### src/rtl/bp_update_queue_pkg.sv
`default_nettype none
// ============================================================================
// Package     : bp_pkg
// Description : Shared types and default sizes for the branch update queue.
// Revision    : 1.0 - initial release
// ============================================================================
package bp_pkg;

    localparam int BHT_IDX_BITS = 10;
    localparam int BPQ_DEPTH    = 16;

    typedef enum logic [1:0] {
        FREE     = 2'd0,
        PENDING  = 2'd1,
        RESOLVED = 2'd2
    } bpq_state_t;

    typedef struct packed {
        bpq_state_t                state;
        logic [BHT_IDX_BITS-1:0]   bht_idx;
        logic                      pred_taken;
        logic                      act_taken;
    } bpq_entry_t;

endpackage
`default_nettype wire

### src/rtl/bp_update_queue_if.sv
`default_nettype none
// ============================================================================
// Interface   : bp_update_queue_if
// Description : Allocate / resolve / flush / update bundle of the branch queue.
// Revision    : 1.0 - initial release
// ============================================================================
interface bp_update_queue_if #(
    parameter int DEPTH        = bp_pkg::BPQ_DEPTH,
    parameter int BHT_IDX_BITS = bp_pkg::BHT_IDX_BITS
);
    localparam int TAG_BITS = $clog2(DEPTH);

    logic                    alloc_valid;
    logic                    alloc_ready;
    logic [BHT_IDX_BITS-1:0] alloc_bht_idx;
    logic                    alloc_pred_taken;
    logic [TAG_BITS-1:0]     alloc_tag;
    logic                    resolve_valid;
    logic [TAG_BITS-1:0]     resolve_tag;
    logic                    resolve_taken;
    logic                    mispredict_valid;
    logic [TAG_BITS-1:0]     mispredict_tag;
    logic                    flush_valid;
    logic [TAG_BITS-1:0]     flush_tag;
    logic                    flush_all;
    logic                    update_valid;
    logic [BHT_IDX_BITS-1:0] update_bht_idx;
    logic                    update_taken;

    modport master (
        output alloc_valid, alloc_bht_idx, alloc_pred_taken,
        output resolve_valid, resolve_tag, resolve_taken,
        output flush_valid, flush_tag, flush_all,
        input  alloc_ready, alloc_tag, mispredict_valid, mispredict_tag,
        input  update_valid, update_bht_idx, update_taken
    );

    modport slave (
        input  alloc_valid, alloc_bht_idx, alloc_pred_taken,
        input  resolve_valid, resolve_tag, resolve_taken,
        input  flush_valid, flush_tag, flush_all,
        output alloc_ready, alloc_tag, mispredict_valid, mispredict_tag,
        output update_valid, update_bht_idx, update_taken
    );

endinterface
`default_nettype wire

### src/rtl/bp_update_queue.sv
`default_nettype none
// ============================================================================
// Module      : bp_update_queue
// Description : In-order retire queue feeding gshare updates; out-of-order
//               resolve, mispredict report, partial/full flush. rst is
//               asynchronous active-low. Optional macro BPQ_STATS_EN adds
//               saturating retire/mispredict counters.
// Revision    : 1.0 - initial release
// ============================================================================
module bp_update_queue #(
    parameter int DEPTH        = bp_pkg::BPQ_DEPTH,
    parameter int BHT_IDX_BITS = bp_pkg::BHT_IDX_BITS
) (
    input  wire                clk,
    input  wire                rst,
    bp_update_queue_if.slave   bus
`ifdef BPQ_STATS_EN
    ,
    output logic [31:0]        stat_retired,
    output logic [31:0]        stat_mispredicts
`endif
);
    import bp_pkg::*;

    localparam int TAG_BITS = $clog2(DEPTH);

    bpq_entry_t              r_entry [DEPTH];
    logic [TAG_BITS:0]       r_head;
    logic [TAG_BITS:0]       r_tail;
    logic                    r_mp_valid;
    logic [TAG_BITS-1:0]     r_mp_tag;

    logic [TAG_BITS-1:0]     w_head_idx;
    logic [TAG_BITS-1:0]     w_tail_idx;
    logic                    w_empty;
    logic                    w_full;
    logic                    w_alloc;
    logic                    w_retire;
    logic                    w_resolve;
    logic                    w_resolve_mis;
    logic [TAG_BITS-1:0]     w_age_flush;
    logic [TAG_BITS:0]       w_flush_tail;
    logic [DEPTH-1:0]        w_squash;
    logic [BHT_IDX_BITS-1:0] w_upd_idx;

    assign w_head_idx = r_head[TAG_BITS-1:0];
    assign w_tail_idx = r_tail[TAG_BITS-1:0];
    assign w_empty    = (r_head == r_tail);
    assign w_full     = (w_head_idx == w_tail_idx) && (r_head[TAG_BITS] != r_tail[TAG_BITS]);

    assign bus.alloc_ready = !w_full && !bus.flush_valid && !bus.flush_all;
    assign bus.alloc_tag   = w_tail_idx;
    assign w_alloc         = bus.alloc_valid && bus.alloc_ready;

    assign w_retire           = !w_empty && (r_entry[w_head_idx].state == RESOLVED);
    assign w_upd_idx          = r_entry[w_head_idx].bht_idx;
    assign bus.update_valid   = w_retire;
    assign bus.update_bht_idx = w_upd_idx;
    assign bus.update_taken   = r_entry[w_head_idx].act_taken;

    // Age relative to head; anything older than the flush point survives.
    assign w_age_flush  = bus.flush_tag - w_head_idx;
    assign w_flush_tail = r_head + (TAG_BITS+1)'(w_age_flush) + (TAG_BITS+1)'(1);

    for (genvar gi = 0; gi < DEPTH; gi++) begin : g_squash
        logic [TAG_BITS-1:0] w_age;
        assign w_age        = TAG_BITS'(gi) - w_head_idx;
        assign w_squash[gi] = bus.flush_valid && (w_age > w_age_flush);
    end

    assign w_resolve     = bus.resolve_valid && !bus.flush_all && !w_squash[bus.resolve_tag]
                           && (r_entry[bus.resolve_tag].state == PENDING);
    assign w_resolve_mis = w_resolve && (bus.resolve_taken != r_entry[bus.resolve_tag].pred_taken);

    assign bus.mispredict_valid = r_mp_valid;
    assign bus.mispredict_tag   = r_mp_tag;

    always_ff @(posedge clk or negedge rst) begin
        if (!rst) begin
            for (int i = 0; i < DEPTH; i++) r_entry[i] <= '0;
            r_head     <= '0;
            r_tail     <= '0;
            r_mp_valid <= 1'b0;
            r_mp_tag   <= '0;
        end else if (bus.flush_all) begin
            for (int i = 0; i < DEPTH; i++) r_entry[i].state <= FREE;
            r_tail     <= r_head;
            r_mp_valid <= 1'b0;
        end else begin
            if (w_retire) begin
                r_entry[w_head_idx].state <= FREE;
                r_head                    <= r_head + (TAG_BITS+1)'(1);
            end
            if (w_resolve) begin
                r_entry[bus.resolve_tag].state     <= RESOLVED;
                r_entry[bus.resolve_tag].act_taken <= bus.resolve_taken;
            end
            r_mp_valid <= w_resolve_mis;
            if (w_resolve_mis) r_mp_tag <= bus.resolve_tag;
            if (w_alloc) begin
                r_entry[w_tail_idx] <= '{state: PENDING, bht_idx: bus.alloc_bht_idx,
                                         pred_taken: bus.alloc_pred_taken, act_taken: 1'b0};
                r_tail              <= r_tail + (TAG_BITS+1)'(1);
            end
            // Squash runs last; alloc is blocked during flush so no slot conflict.
            if (bus.flush_valid) begin
                r_tail <= w_flush_tail;
                for (int i = 0; i < DEPTH; i++)
                    if (w_squash[i]) r_entry[i].state <= FREE;
            end
        end
    end

`ifdef BPQ_STATS_EN
    logic [31:0] r_stat_retired;
    logic [31:0] r_stat_mispredicts;

    always_ff @(posedge clk or negedge rst) begin
        if (!rst) begin
            r_stat_retired     <= '0;
            r_stat_mispredicts <= '0;
        end else if (w_retire) begin
            if (r_stat_retired != '1) r_stat_retired <= r_stat_retired + 32'd1;
            if ((r_entry[w_head_idx].act_taken != r_entry[w_head_idx].pred_taken)
                && (r_stat_mispredicts != '1))
                r_stat_mispredicts <= r_stat_mispredicts + 32'd1;
        end
    end

    assign stat_retired     = r_stat_retired;
    assign stat_mispredicts = r_stat_mispredicts;
`endif

endmodule
`default_nettype wire

### src/flat_wrapper.sv
// flat-port wrapper written by rule: the top's interface ports become plain ports
module bp_update_queue_flat import bp_pkg::*;
#(
    parameter int DEPTH        = bp_pkg::BPQ_DEPTH,
    parameter int BHT_IDX_BITS = bp_pkg::BHT_IDX_BITS
)
  (clk, rst, bus_alloc_valid, bus_alloc_bht_idx, bus_alloc_pred_taken, bus_resolve_valid, bus_resolve_tag, bus_resolve_taken, bus_flush_valid, bus_flush_tag, bus_flush_all, bus_alloc_ready, bus_alloc_tag, bus_mispredict_valid, bus_mispredict_tag, bus_update_valid, bus_update_bht_idx, bus_update_taken);
  bp_update_queue_if #(.DEPTH(DEPTH), .BHT_IDX_BITS(BHT_IDX_BITS)) bus_i ();
  input  wire clk;
  input  wire rst;
  input wire logic [$bits(bus_i.alloc_valid)-1:0] bus_alloc_valid;
  input wire logic [$bits(bus_i.alloc_bht_idx)-1:0] bus_alloc_bht_idx;
  input wire logic [$bits(bus_i.alloc_pred_taken)-1:0] bus_alloc_pred_taken;
  input wire logic [$bits(bus_i.resolve_valid)-1:0] bus_resolve_valid;
  input wire logic [$bits(bus_i.resolve_tag)-1:0] bus_resolve_tag;
  input wire logic [$bits(bus_i.resolve_taken)-1:0] bus_resolve_taken;
  input wire logic [$bits(bus_i.flush_valid)-1:0] bus_flush_valid;
  input wire logic [$bits(bus_i.flush_tag)-1:0] bus_flush_tag;
  input wire logic [$bits(bus_i.flush_all)-1:0] bus_flush_all;
  output wire logic [$bits(bus_i.alloc_ready)-1:0] bus_alloc_ready;
  output wire logic [$bits(bus_i.alloc_tag)-1:0] bus_alloc_tag;
  output wire logic [$bits(bus_i.mispredict_valid)-1:0] bus_mispredict_valid;
  output wire logic [$bits(bus_i.mispredict_tag)-1:0] bus_mispredict_tag;
  output wire logic [$bits(bus_i.update_valid)-1:0] bus_update_valid;
  output wire logic [$bits(bus_i.update_bht_idx)-1:0] bus_update_bht_idx;
  output wire logic [$bits(bus_i.update_taken)-1:0] bus_update_taken;
  assign bus_i.alloc_valid = bus_alloc_valid;
  assign bus_i.alloc_bht_idx = bus_alloc_bht_idx;
  assign bus_i.alloc_pred_taken = bus_alloc_pred_taken;
  assign bus_i.resolve_valid = bus_resolve_valid;
  assign bus_i.resolve_tag = bus_resolve_tag;
  assign bus_i.resolve_taken = bus_resolve_taken;
  assign bus_i.flush_valid = bus_flush_valid;
  assign bus_i.flush_tag = bus_flush_tag;
  assign bus_i.flush_all = bus_flush_all;
  assign bus_alloc_ready = bus_i.alloc_ready;
  assign bus_alloc_tag = bus_i.alloc_tag;
  assign bus_mispredict_valid = bus_i.mispredict_valid;
  assign bus_mispredict_tag = bus_i.mispredict_tag;
  assign bus_update_valid = bus_i.update_valid;
  assign bus_update_bht_idx = bus_i.update_bht_idx;
  assign bus_update_taken = bus_i.update_taken;
  bp_update_queue #(.DEPTH(DEPTH), .BHT_IDX_BITS(BHT_IDX_BITS)) u_core (.clk(clk), .rst(rst), .bus(bus_i));
endmodule
### config.mk
export PLATFORM = sky130hd
export DESIGN_NAME = bp_update_queue_flat
export DESIGN_NICKNAME = d
export VERILOG_FILES = /design/src/rtl/bp_update_queue_pkg.sv /design/src/rtl/bp_update_queue_if.sv /design/src/rtl/bp_update_queue.sv /design/src/flat_wrapper.sv
export SDC_FILE = /design/constraint.sdc
export NUM_CORES = 1
export LEC_CHECK = 0
export CORE_MARGIN = 2
export CORE_UTILIZATION = 45
export DETAILED_ROUTE_END_ITERATION = 10
export PLACE_DENSITY = 0.64
export SETUP_SLACK_MARGIN = 0.1
export SYNTH_ARGS = -nofsm -noshare
export SYNTH_HDL_FRONTEND = slang
export SYNTH_SLANG_ARGS = --single-unit
### constraint.sdc
create_clock -name clk -period 6.66 [get_ports clk]
set_input_delay 0.666 -clock clk [delete_from_list [all_inputs] [get_ports clk]]
set_output_delay 0.666 -clock clk [all_outputs]
set_load 0.02 [all_outputs]
run_1/layer_met1.png
Bar = 50 um. Cells faint in the background.
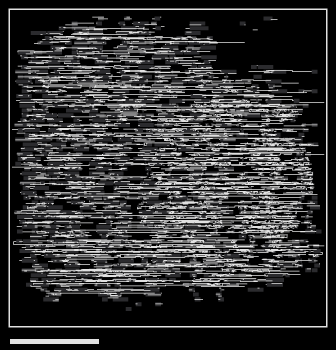
1110 nets have wire on it. The longest straight run is 48.8 um.
GR Util met1: 32.4%
DR vias: 9448
Routed Wire Length: 36600 um

run_1/layer_met2.png
Cells faint in the background.
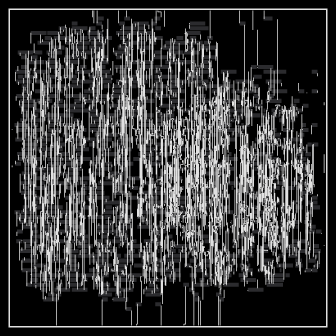
1055 nets have wire on it. The layer holds 47% of the routed length. The longest straight run is 82.3 um. The layer carries 17300 um of wire. The wires run mostly vertical.
M2 GR Usage: 38.3%

==> flow_metrics.tcl, run 1 <==
# yosys + openroad results
set metrics [dict create \
    die_y_um 178 \
    synth_cells 1116 \
    crit_family "AND-OR/OR-AND gates" \
    end_kind "register" \
    placed_area_um2 14300 \
    fp_nets 1183 \
    crit_chain "ha_1, fa_1, xnor2_1, inv_1, ha_1, and3_1, a311oi_2, o21ai_0, a22oi_1, o21ai_0, nor4b_4, buf_4, nand4b_1, a41o_1" \
    postSynthSeqShare_pct 44.1 \
    fin_setup_tns_ns 0 \
    area_delta_synth_final_pct 12.3 \
    ys_sh_simple_pct 8.66 \
    antenna_found_initial 0 \
    fp-utilization_pct 45.7 \
    portBuffers 47 \
    fin_crit_sh_pct 77.5 \
    ff2ff_setup_slack_ns 1.50 \
    place_congestion 0.974 \
    top_cell_area_share_pct 44.1 \
    hp-class "primary input to asynchronous set/reset pin" \
    finClkSkew_ns 0.0125 \
    leakagePower_nw 6.90 \
    top_area_cell "dfrtp_1" \
    worstPathArrival_ns 5.58 \
    slew_headroom_pct 16.4 \
    setup_viol 0 \
    final.fill_count 2678 \
    cts_setup_buffers 0 \
    worst-path-stages 14 \
    rsz0062_at_grt "false" \
    wl_per_cell_um 23.7 \
    h-tree-depth 1 \
    adder_share_pct 4.56 \
    status "finished, final reports clean" \
    p_clk_share_pct 20.4 \
    fin_ws_ns 1.50 \
    cts_resized 0 \
    dp_hpwl_um 23200 \
    design.die.area_um2 31500 \
    hold_viol 0 \
    drive_gt1_share_pct 28.8 \
    netlist_area_um2 13600 \
    coreArea_um2 29600 \
    critPathBufInv 2 \
    switchingPower_mw 2.82 \
    grt_max_degree 127 \
    rows 63 \
    grt_overflow 0 \
    cts-buffers-inserted 27 \
    synthArstFlopShare_pct 100 \
    ys_cells 1116 \
    r2r-start "u_core.r_head[0]$_DFFE_PN0P_" \
    cts_buffer_depth 3 \
    edf_count 0 \
    ys_sh_aoi_pct 8.73 \
    min_period_ns 5.16 \
    clock_latency_ns 0.53 \
    finish.instance_area_um2 15200 \
    power_density_nw_per_um2 481 \
    endpoint "u_core.r_entry[208]$_DFF_PN0_" \
    critPathSlowestCell "dfrtp_4" \
    r2r_cells 14 \
    synthTopCellsByArea "dfrtp_1 (44%), mux2_2 (15%), mux4_2 (11%)" \
    internal-power_mw 4.50 \
    antenna_cells 0 \
    startpoint "u_core.r_head[0]$_DFFE_PN0P_" \
    grt_pass1_vias 9483 \
    xor_share_pct 2.20 \
    cts_tree "yes" \
    crit_path_start_kind "register" \
    worst_pin_slew_ns 1.24 \
    critical_path_class "register to register" \
    drtIter0Drc 738 \
    drv_cap 0 \
    ir_worst_vdd_mv 0.277 \
    pin_count 48 \
    synth.area.mux_share_pct 28.1 \
    warning_count 45 \
]
run_1/layer_met3.png
Bar = 50 um. Cells faint in the background.
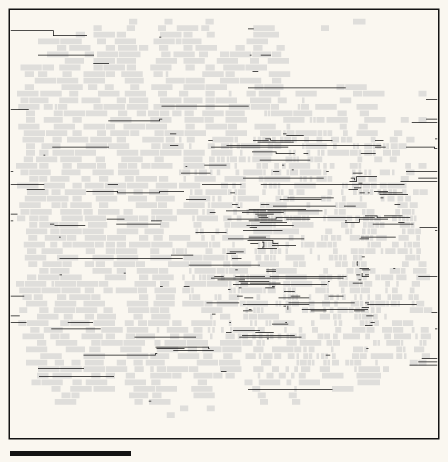
The layer holds 5.8% of the routed length. The wires run mostly horizontal. The layer carries 2130 um of wire. The longest straight run is 63.9 um.
met3 Use GR: 3.56%

==> run 1: final cells by class <==
| class | count | share of cell area, % |
|---|---|---|
| Multi-Input combinational cell | 764 | 46.6 |
| Clock buffer | 38 | 5.04 |
| Sequential cell | 239 | 39.4 |
| Clock inverter | 9 | 0.814 |
| Inverter | 42 | 1.04 |
| Timing Repair Buffer | 63 | 3.92 |
| Tap cell | 390 | 3.21 |
==> run 1: through the flow <==
| stage | power (mW) | cells | utilization (%) | hold slack [ns] |
|---|---|---|---|---|
| 3_5_place_dp | 5.80 | 1498 | 48.3 | 0.487 |
| 2_1_floorplan | 4.81 | 1116 | - | 0.370 |
| 5_1_grt | 7.78 | 1545 | 51.3 | 0.288 |
| 3_3_place_gp | 5.74 | 1498 | 48.3 | 0.482 |
| 6_report | 7.32 | 1545 | 51.3 | 0.181 |
| 4_1_cts | 7.32 | 1545 | 51.3 | 0.282 |
==> run 1: worst reg2reg max path: stages, from the launching register on <==
cell	delay [ns]
dfrtp_4	0.70
ha_1	0.35
fa_1	0.39
xnor2_1	0.32
inv_1	0.26
ha_1	0.41
and3_1	0.19
a311oi_2	0.45
o21ai_0	0.22
a22oi_1	0.16
o21ai_0	0.18
nor4b_4	0.57
buf_4	0.31
nand4b_1	0.23
a41o_1	0.31
==> run 1: placed cells by master, fill, tap and decap left out, drive strengths merged, types with 10 or more instances in the layout <==
master           n
xnor2           18
nor2            31
nand2          106
ha              39
nand3           25
nor2b           15
clkdlybuf4s50   46
xor2            10
a21oi           46
mux2i           21
dfrtp          239
clkbuf          38
mux4            69
mux2           182
o21ai           38
and2            10
inv             40
nor3            12
buf             17
==> run 1: synthesized netlist by cell type (7+ instances only) <==
master / instances
buf_1: 9
nor3_1: 12
dfrtp_1: 239
nand2b_1: 9
nand2_1: 106
buf_2: 24
a32oi_1: 8
nor2_1: 30
maj3_1: 9
mux2i_1: 21
mux4_2: 69
ha_1: 39
o211ai_1: 7
nand3_1: 23
nor2b_1: 15
and2_1: 9
clkbuf_1: 31
mux2_2: 182
a211oi_1: 7
xnor2_1: 16
o21ai_0: 36
xor2_1: 8
a21oi_1: 46
a31oi_1: 9
inv_1: 38
==> run 1: per-layer routing <==
layer	track usage [%]	share of wire (%)	wire, um
met5	0	0	0
met4	10.1	4.1	1520
met3	3.56	5.8	2130
met2	38.3	47	17300
met1	32.4	43	15600
==> run 1: state kept, by name (all words and copies together), names as in the netlist <==
| name | flops |
|---|---|
| u_core.r_entry | 224 |
| u_core.r_head | 5 |
| u_core.r_tail | 5 |
| u_core.bus.mispredict_tag | 4 |
| u_core.bus.mispredict_valid | 1 |
==> run 1: power by group through the flow <==
| stage | sequential, mW | clock, mW | combinational (mW) |
|---|---|---|---|
| after floorplan | 2.13 | 0 | 2.68 |
| after global placement | 2.24 | 0 | 3.51 |
| after detailed placement | 2.26 | 0 | 3.55 |
| after CTS | 2.23 | 1.52 | 3.57 |
| after global routing | 2.30 | 1.59 | 3.89 |
| final | 2.24 | 1.49 | 3.59 |
run_1/flops_by_reg.png
Other sequential cells in the stronger gray, the rest of the logic in the fainter gray.
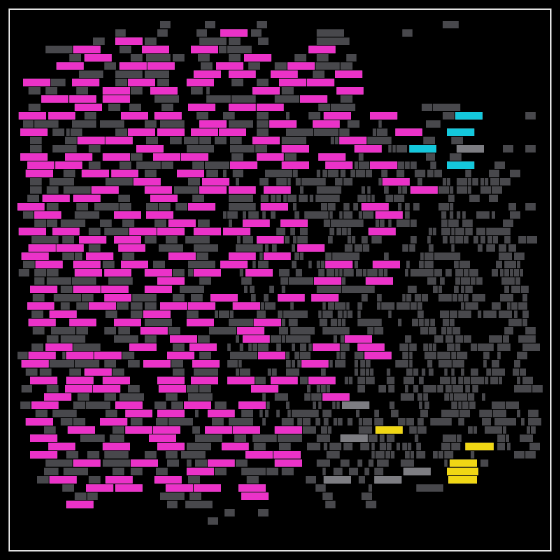

==> run 2, diff against run 1 <==
==> constraint.sdc (replaced) <==
create_clock -name clk -period 5 [get_ports clk]
set_input_delay 0.5 -clock clk [delete_from_list [all_inputs] [get_ports clk]]
set_output_delay 0.5 -clock clk [all_outputs]
set_load 0.02 [all_outputs]
run_2/flops_by_reg.png
Other sequential cells in the stronger gray, the rest of the logic in the fainter gray.
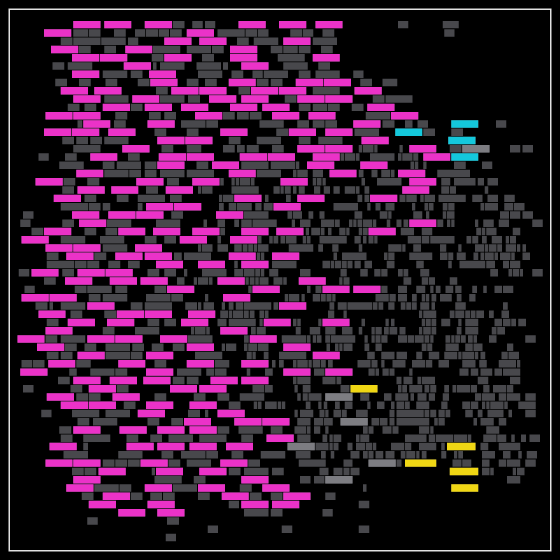
Key: `u_core.r_head` = yellow [flops 5, where bottom right]; `u_core.r_entry` = magenta [flops 224]; `u_core.bus.mispredict_tag` = cyan [flops 4, where top right]
Another 6 sequential cells are not colored.
seq pwr: 2.92 mW
sequential share of cell area: 38.9%
Register Area: 5990 um2
post-layout util: 52.0%

==> run 2 against run 1 <==
Count of clock-buffer cells in the layout is 3 higher. Synthesized cell count stayed put. First-iteration DRC count is 8.7% higher. Setup slack worse by 1.0 ns. Power is 36% higher. Routed wire length is 1.7% higher. Critical path type unchanged. Largest cell class unchanged.
==> flow_metrics.tcl, run 2 <==
# yosys + openroad results
set metrics [dict create \
    design.die.area_um2 31500 \
    coreArea_um2 29600 \
    ff2ff_setup_slack_ns 0.48 \
    crit_chain "buf_4, xor2_1, nor4_1, a21oi_1, nand2_1, nor3_1, nand2_1, mux2_2" \
    status "finished, final reports clean" \
    crit_path_start_kind "register" \
    top_cell "dfrtp_1" \
    fin_ws_ns 0.478 \
    slew_headroom_pct 20.8 \
    wl_per_cell_um 23.7 \
    cts_tree "yes" \
    ys_cells 1116 \
    grt_max_degree 95 \
    synthArstFlopShare_pct 100 \
    crit_family "simple AND/OR/NAND/NOR gates" \
    critPathSlowestCell "nor3_1" \
    top_area_cell "dfrtp_1" \
    min_period_ns 4.52 \
    critical_path_class "register to register" \
    r2r-start "u_core.r_head[1]$_DFFE_PN0P_" \
    rsz0062_at_grt "false" \
    grt_overflow 0 \
    final_common_cell "dfrtp_1" \
    clock_latency_ns 0.54 \
    hp-class "register to register" \
    worstPathArrival_ns 4.93 \
    warning_count 43 \
    drtIter0Drc 802 \
    drv_cap 0 \
    cts_buffer_depth 3 \
    synth_cells 1116 \
    ir_worst_vdd_mv 0.359 \
    wirelength_um 37200 \
    fp-utilization_pct 45.7 \
    placed_area_um2 14500 \
    final.fill_count 2619 \
    holdWs_ns 0.497 \
    grt_pass1_vias 9756 \
    cts-buffers-inserted 27 \
    synth.top_cells.by_count "dfrtp_1 (239), mux2_2 (182), nand2_1 (106)" \
    antenna_found_initial 0 \
    top_register "u_core.r_entry" \
    top_cell_area_share_pct 44.1 \
    r2r_cells 8 \
    die_y_um 178 \
    postSynthSeqShare_pct 44.1 \
    synthTopCellsByArea "dfrtp_1 (44%), mux2_2 (15%), mux4_2 (11%)" \
    rows 63 \
    area_delta_synth_final_pct 13.7 \
    antenna_left 0 \
    critical_path_required_ns 5.41 \
    cp_max_fo 64 \
    cts_resized 0 \
    largest_register_ffs 224 \
    dp_slack_ns 0.142 \
    finClkSkew_ns 0.0223 \
    netlist_area_um2 13600 \
    fp_nets 1183 \
    antenna_cells 0 \
    setup_viol 0 \
    largestRegisters "u_core.r_entry: 224 flops, u_core.r_head: 5 flops, u_core.r_tail: 5 flops" \
    leakagePower_nw 7.02 \
    fin_setup_tns_ns 0 \
    critPathBufInv 1 \
    end_kind "register" \
    num_vias 9552 \
    portBuffers 47 \
    place_congestion 0.957 \
    finish.instance_area_um2 15400 \
    h-tree-depth 1 \
    edf_count 0 \
    pin_count 48 \
    power_density_nw_per_um2 647 \
    fin_crit_sh_pct 90.4 \
    dp_hpwl_um 24300 \
    drive_gt1_share_pct 30.3 \
    final_cell_mix "dfrtp_1 (236), mux2_2 (182), nand2_1 (106)" \
]
## run 2: cell counts after synthesis
No cell type changed its count.
## run 2: area by class of cell
cell class	instances	area, um2	share of cell area, %
multi-input combinational	764	7090	46.0
sequential	239	5990	38.9
clock buffer	41	818	5.31
timing repair buffer	84	768	4.99
tap	390	488	3.17
inverter	42	158	1.02
clock inverter	9	98.8	0.641
## run 2: worst max-delay path by stage
| stage | start | end | cells past startpoint |
|---|---|---|---|
| 2_1_floorplan | u_core.r_head[2]$_DFFE_PN0P_ | u_core.r_entry[26]$_DFF_PN0_ | 18 |
| 3_3_place_gp | bus_flush_tag[0] | u_core.r_entry[222]$_DFF_PN0_ | 16 |
| 3_5_place_dp | bus_flush_tag[0] | u_core.r_entry[110]$_DFF_PN0_ | 16 |
| 4_1_cts | u_core.r_head[1]$_DFFE_PN0P_ | u_core.r_entry[60]$_DFFE_PN0P_ | 8 |
| 5_1_grt | u_core.r_head[1]$_DFFE_PN0P_ | u_core.r_entry[31]$_DFFE_PN0P_ | 8 |
| 6_report | u_core.r_head[1]$_DFFE_PN0P_ | u_core.r_entry[62]$_DFFE_PN0P_ | 8 |
## run 2: logic make-up (layout without fill, tap and decap cells)
kind of cell    Yosys count  count (layout)  share of synthesized area (%)
compound gates          173             173                           8.73
xor+xnor                 29              29                           2.20
fa+ha+maj                50              50                           4.56
buf+inv                 113             176                           3.57
flops                   239             239                           44.1
mux                     272             272                           28.1
simple gates            240             240                           8.66
## run 2: what timing repair did
item	in CTS	in global routing
hold endpoints to repair	3	0
setup buffers	0	0
hold buffers	1	0
## run 2: worst reg2reg max path, cell delays in order (launching register included)
cell and delay (ns):
dfrtp_2 0.39, buf_4 0.76, xor2_1 0.24, nor4_1 0.10
a21oi_1 0.20, nand2_1 0.27, nor3_1 0.98, nand2_1 0.91
mux2_2 0.54
## run 2: per-layer routing
layer  vias to the layer above  track usage (%)  wire length [um]
li1                       4212                -                 -
met1                      4873             33.5             16300
met2                       381             38.3             17100
met3                        86             4.09              2430
met4                         0             9.36              1350
met5                         -                0                 0
## run 2: report_power, final
part	internal [mW]	leakage, nW	switching (mW)	total (mW)
combinational	2.31	3.35	2.73	5.04
sequential	2.57	3.21	0.349	2.92
clock	1.23	0.460	0.792	2.02
total	6.10	7.02	3.87	9.98
## run 2: metrics by stage
step	std cells	power (mW)
2_1_floorplan	1116	6.40
3_3_place_gp	1518	7.84
3_5_place_dp	1518	7.92
4_1_cts	1569	9.98
5_1_grt	1569	10.6
6_report	1569	9.98
Power is estimated from default activity; no workload was simulated.
